--- config.mk ---
export PLATFORM = sky130hd
export DESIGN_NAME = verinject_injection_scheduler
export DESIGN_NICKNAME = d
export VERILOG_FILES = /design/src/rtl/verinject_pkg.sv /design/src/rtl/verinject_sched_timer.sv /design/src/rtl/verinject_injection_scheduler.sv
export SDC_FILE = /design/constraint.sdc
export NUM_CORES = 1
export LEC_CHECK = 0
export CORE_ASPECT_RATIO = 1.2
export CORE_MARGIN = 4
export CORE_UTILIZATION = 40
export DETAILED_ROUTE_END_ITERATION = 16
export SETUP_SLACK_MARGIN = 0.4
export SYNTH_ARGS = -nofsm -noshare
export SYNTH_HDL_FRONTEND = slang
export SYNTH_SLANG_ARGS = --single-unit
--- constraint.sdc ---
create_clock -name clk -period 7.9 [get_ports clk]
set_input_delay 0.79 -clock clk [delete_from_list [all_inputs] [get_ports clk]]
set_output_delay 0.79 -clock clk [all_outputs]
set_load 0.1 [all_outputs]
--- src/rtl/verinject_pkg.sv ---
// Shared definitions for the fault-injection campaign logic: the reserved
// "no injection" bus value and the scheduler FSM state encoding.
package verinject_pkg;

    localparam logic [31:0] IDLE_STATE = 32'hFFFF_FFFF;

    typedef enum logic [2:0] {
        S_IDLE,
        S_RESET,
        S_DELAY,
        S_INJECT,
        S_OBSERVE,
        S_NEXT,
        S_DONE
    } inj_sched_state_t;

endpackage

--- src/rtl/verinject_sched_timer.sv ---
// Loadable down-counter shared by the RESET, DELAY and INJECT phases.
// Loading N-1 makes expired rise on the N-th cycle after the load.
module verinject_sched_timer #(
    parameter int CNT_W = 16
) (
    input  logic             clk,
    input  logic             rst,
    input  logic             load,
    input  logic [CNT_W-1:0] value,
    output logic             expired
);

    logic [CNT_W-1:0] count;

    always_ff @(posedge clk or posedge rst) begin
        if (rst) begin
            count <= '0;
        end else if (load) begin
            count <= value;
        end else if (count != '0) begin
            count <= count - 1'b1;
        end
    end

    assign expired = (count == '0);

endmodule

--- src/rtl/verinject_injection_scheduler.sv ---
// Campaign sequencer: walks a range of global bit indices, running one
// reset / delay / inject / observe trial per index on the shared injector bus.
module verinject_injection_scheduler #(
    parameter logic [31:0] IDLE_STATE = verinject_pkg::IDLE_STATE,
    parameter int          CNT_W      = 16,
    parameter int          RST_CYCLES = 4
) (
    input  logic             clk,
    input  logic             rst,
    input  logic             start,
    input  logic             abort,
    input  logic [31:0]      cfg_first,
    input  logic [31:0]      cfg_last,
    input  logic [CNT_W-1:0] cfg_delay,
    input  logic [CNT_W-1:0] cfg_hold,
    input  logic             trial_done,
    input  logic             trial_fail,
    output logic [31:0]      verinject__injector_state,
    output logic             dut_rst,
    output logic             busy,
    output logic             done,
    output logic [31:0]      cur_index,
    output logic [31:0]      fail_count,
    output logic [31:0]      trial_count
);
    import verinject_pkg::*;

    localparam logic [CNT_W-1:0] RST_LOAD = CNT_W'(RST_CYCLES - 1);

    inj_sched_state_t state, state_n;

    logic [31:0]      last_q;
    logic [CNT_W-1:0] delay_q;
    logic [CNT_W-1:0] hold_q;
    logic [31:0]      last_in;
    logic             in_busy;
    logic             latch, count_trial, step_index;
    logic             timer_load, timer_expired;
    logic [CNT_W-1:0] timer_value;

    // The reserved idle value can never be walked to, so clamp the range end.
    assign last_in = (cfg_last == IDLE_STATE) ? (IDLE_STATE - 32'd1) : cfg_last;
    assign in_busy = (state != S_IDLE) && (state != S_DONE);
    assign busy    = in_busy;
    assign done    = (state == S_DONE);

    verinject_sched_timer #(.CNT_W(CNT_W)) u_timer (
        .clk     (clk),
        .rst     (rst),
        .load    (timer_load),
        .value   (timer_value),
        .expired (timer_expired)
    );

    always_comb begin
        state_n     = state;
        latch       = 1'b0;
        count_trial = 1'b0;
        step_index  = 1'b0;
        timer_load  = 1'b0;
        timer_value = '0;
        case (state)
            S_IDLE, S_DONE: begin
                if (start) begin
                    latch = 1'b1;
                    if (cfg_first > last_in) begin
                        state_n = S_DONE;
                    end else begin
                        state_n     = S_RESET;
                        timer_load  = 1'b1;
                        timer_value = RST_LOAD;
                    end
                end
            end
            S_RESET: begin
                if (timer_expired) begin
                    timer_load = 1'b1;
                    if (delay_q == '0) begin
                        state_n     = S_INJECT;
                        timer_value = hold_q - 1'b1;
                    end else begin
                        state_n     = S_DELAY;
                        timer_value = delay_q - 1'b1;
                    end
                end
            end
            S_DELAY: begin
                if (timer_expired) begin
                    state_n     = S_INJECT;
                    timer_load  = 1'b1;
                    timer_value = hold_q - 1'b1;
                end
            end
            S_INJECT: begin
                if (timer_expired) begin
                    state_n = S_OBSERVE;
                end
            end
            S_OBSERVE: begin
                if (trial_done) begin
                    state_n     = S_NEXT;
                    count_trial = 1'b1;
                end
            end
            S_NEXT: begin
                if (cur_index == last_q) begin
                    state_n = S_DONE;
                end else begin
                    state_n     = S_RESET;
                    step_index  = 1'b1;
                    timer_load  = 1'b1;
                    timer_value = RST_LOAD;
                end
            end
            default: state_n = S_IDLE;
        endcase

        // Abort wins over everything, including a same-cycle verdict.
        if (abort && in_busy) begin
            state_n     = S_DONE;
            count_trial = 1'b0;
            step_index  = 1'b0;
            timer_load  = 1'b0;
        end
    end

    always_ff @(posedge clk or posedge rst) begin
        if (rst) begin
            state                     <= S_IDLE;
            verinject__injector_state <= IDLE_STATE;
            dut_rst                   <= 1'b1;
            cur_index                 <= '0;
            fail_count                <= '0;
            trial_count               <= '0;
        end else begin
            state                     <= state_n;
            verinject__injector_state <= (state == S_INJECT && !abort) ? cur_index : IDLE_STATE;
            dut_rst                   <= (state_n == S_IDLE) || (state_n == S_RESET) ||
                                         (state_n == S_DONE);
            if (latch) begin
                cur_index   <= cfg_first;
                fail_count  <= '0;
                trial_count <= '0;
            end else begin
                if (step_index) begin
                    cur_index <= cur_index + 32'd1;
                end
                if (count_trial) begin
                    trial_count <= trial_count + 32'd1;
                    if (trial_fail && (fail_count != 32'hFFFF_FFFF)) begin
                        fail_count <= fail_count + 32'd1;
                    end
                end
            end
        end
    end

    // Campaign configuration is data only; it is always written before use.
    always_ff @(posedge clk) begin
        if (latch) begin
            last_q  <= last_in;
            delay_q <= cfg_delay;
            hold_q  <= (cfg_hold == '0) ? CNT_W'(1) : cfg_hold;
        end
    end

endmodule

### Cell sizes after repair, run 1

Scale bar: 50 µm.
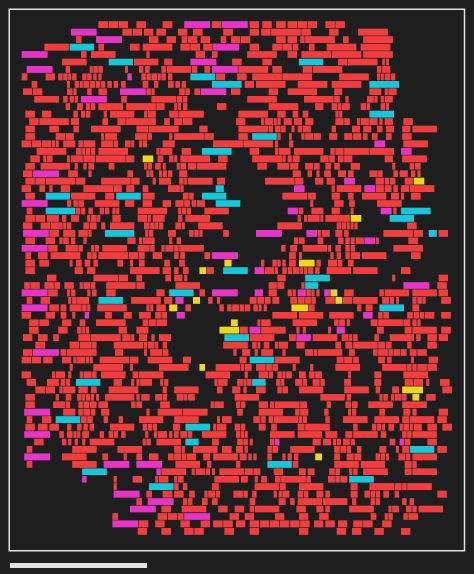
size	colour	cells	most used
x2	magenta	58	dfstp_2
x3 and x4	yellow	17	buf_4
x1 and smaller	red	1324	clkdlybuf4s50_1
x6 and larger	cyan	37	clkbuf_16
post-route design area: 15300 µm²
slack of the critical path: 3020 ps

### M2 wires, run 1

Scale bar: 50 µm.
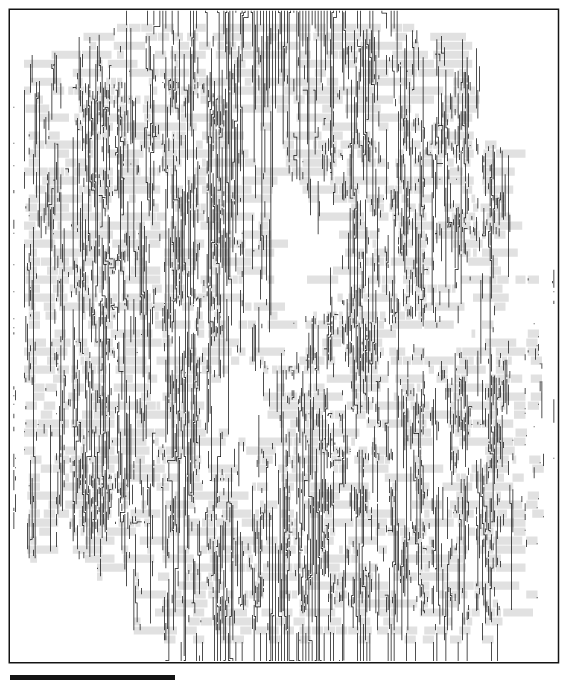
wire length on this layer	17900 µm
longest straight run	69.3 µm
nets with wire on the layer	1317
share of all routed wire	50%
main direction	vertical
total number of vias: 10200
total detailed-routing wirelength: 35.6 mm
global-route track usage on met2: 37.9%

### A small window of the routed layout, run 1

Scale bar: 10 µm. Window x 63 to 103, y 39 to 79 µm. Cells in grey, sequential cells in the stronger grey; small squares are vias.
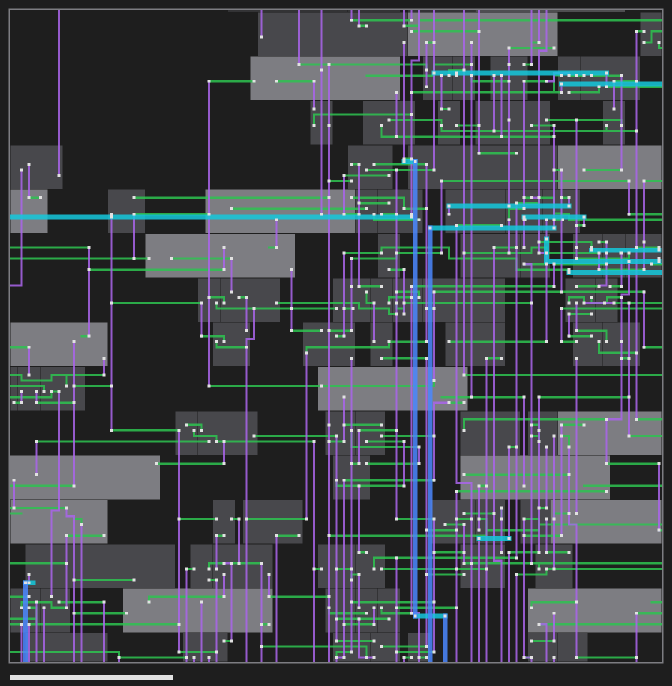
layer	colour
M4	blue
M2	purple
M1	green
M3	cyan
sequential cells in the window	14
netlist names of flops here include	trial_count (14)
cells with their middle in the window	87
most frequent	nand2_1 (16), dfrtp_1 (14), a21oi_1 (6)

==> flow_summary.ini, run 1 <==
; physical design summary
[sta]
fin_crit_sh_pct = 61.8
whs_ps = 517

[placed_design]
dpl_worst_slack_ps = 2490

[worst_hold_path]
worstHoldEndpoint = trial_count[22]
hold_path.class = register to register

[detailed_routing]
drt-vias-per-instance = 5.61
wl_met1_mm = 14.6

[layout]
flops = 212
non_clock_inverters = 61
seq_area_um2 = 5670

[floorplan]
floorplan.die.height_um = 197

[clocking]
post_cts_resized = 0
cts-hold-fix-buffers = 0

[logic_synthesis]
synth_top_cell_by_area = sky130_fd_sc_hd__dfrtp_1
yosys_register_bits = 212
yosysSeqAreaShare_pct = 47.5
yosys_warnings = 0
ys_area_um2 = 11900

[power]
p_switching_uw = 2440
design_power_total_uw = 5300

[worst_setup_path]
critical_path.endpoint = trial_count[17]
crit-reg2reg-launch = state[2]
crit_chain = clkdlybuf4s50_1 -> nand4_1 -> nor4_1 -> a21boi_0 -> ha_1 -> nand4_1 -> nor4_1 -> nor2b_2 -> a31oi_1 -> nor3_1 -> o22ai_4 -> buf_4 -> or4_1 -> a21oi_1

[run_status]
run_status = completed
### Track usage over the die, run 1

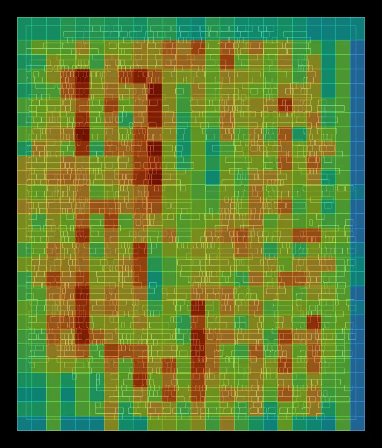

==> inputs of run 2 (changes only) <==
- PLACE_DENSITY: not set -> 0.67
- clock period: 7.9 -> 4.29 ns (I/O delays scaled with it)
### Track usage over the die, run 2

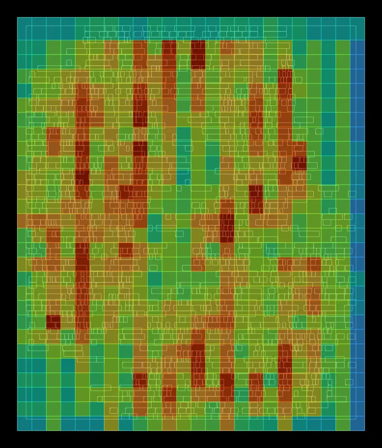
global-route track usage on met2: 36.2%
gr usage total: 20.9%

==> run 2 against run 1 <==
Effect of this change: design area is 0.17% lower; sequential power increased by 84%; sequential share of layout area increased by 0.064 points; die area unchanged; routed wire length hardly changed; combinational power is about 90% higher; utilization decreased by 0.089 points; final cell count increased by 0.99%.
==> flow_summary.ini, run 2 <==
; physical design summary
[clocking]
cts_sinks = 212
cts-hold-fix-buffers = 0
post_cts_resized = 0

[placed_design]
dpl_worst_slack_ps = 43.0

[worst_hold_path]
hold_path.class = input pin to asynchronous set/reset pin

[detailed_routing]
drt-vias-per-instance = 5.57
drc = 0
wl_met1_mm = 14.6
routed-via-count = 10300
routed_wl_mm = 35.6

[sta]
whs_ps = 345
fin_crit_sh_pct = 86.5
timing.final.ws_setup_ps = 579

[power]
design_power_total_uw = 9360
p_switching_uw = 4450
static-leakage-power_uw = 0.00583
power.clock.fraction_pct = 20.0

[floorplan]
floorplan.die.height_um = 197

[logic_synthesis]
synth_top_cell_by_area = sky130_fd_sc_hd__dfrtp_1
yosysSeqAreaShare_pct = 47.5
yosys.area_share.simple_pct = 19.7
ys_area_um2 = 11900
synth-edff-count = 64
yosys_warnings = 0
yosys_register_bits = 212

[layout]
flops = 212
non_clock_inverters = 61
final_area_um2 = 15300
seq_area_um2 = 5670

[worst_setup_path]
crit-reg2reg-launch = cur_index[24]
worst_path_most_repeated_cell = sky130_fd_sc_hd__buf_4
crit_chain = clkdlybuf4s50_1 -> nand4_1 -> nor4_1 -> a21boi_0 -> ha_1 -> nor2b_1 -> o211ai_1 -> a2111o_1 -> a311o_1 -> a21boi_1 -> buf_4 -> o22ai_4 -> buf_12 -> buf_4 -> or3_1 -> a21oi_1
number_of_logic_stages_on_the_critical_path_including_buffering = 16
critical_path.endpoint = trial_count[18]
crit_family = AND-OR/OR-AND gates

[job]
cap_viol_max_count = 0

[run_status]
run_status = completed
Power and IR drop assume default switching activity.
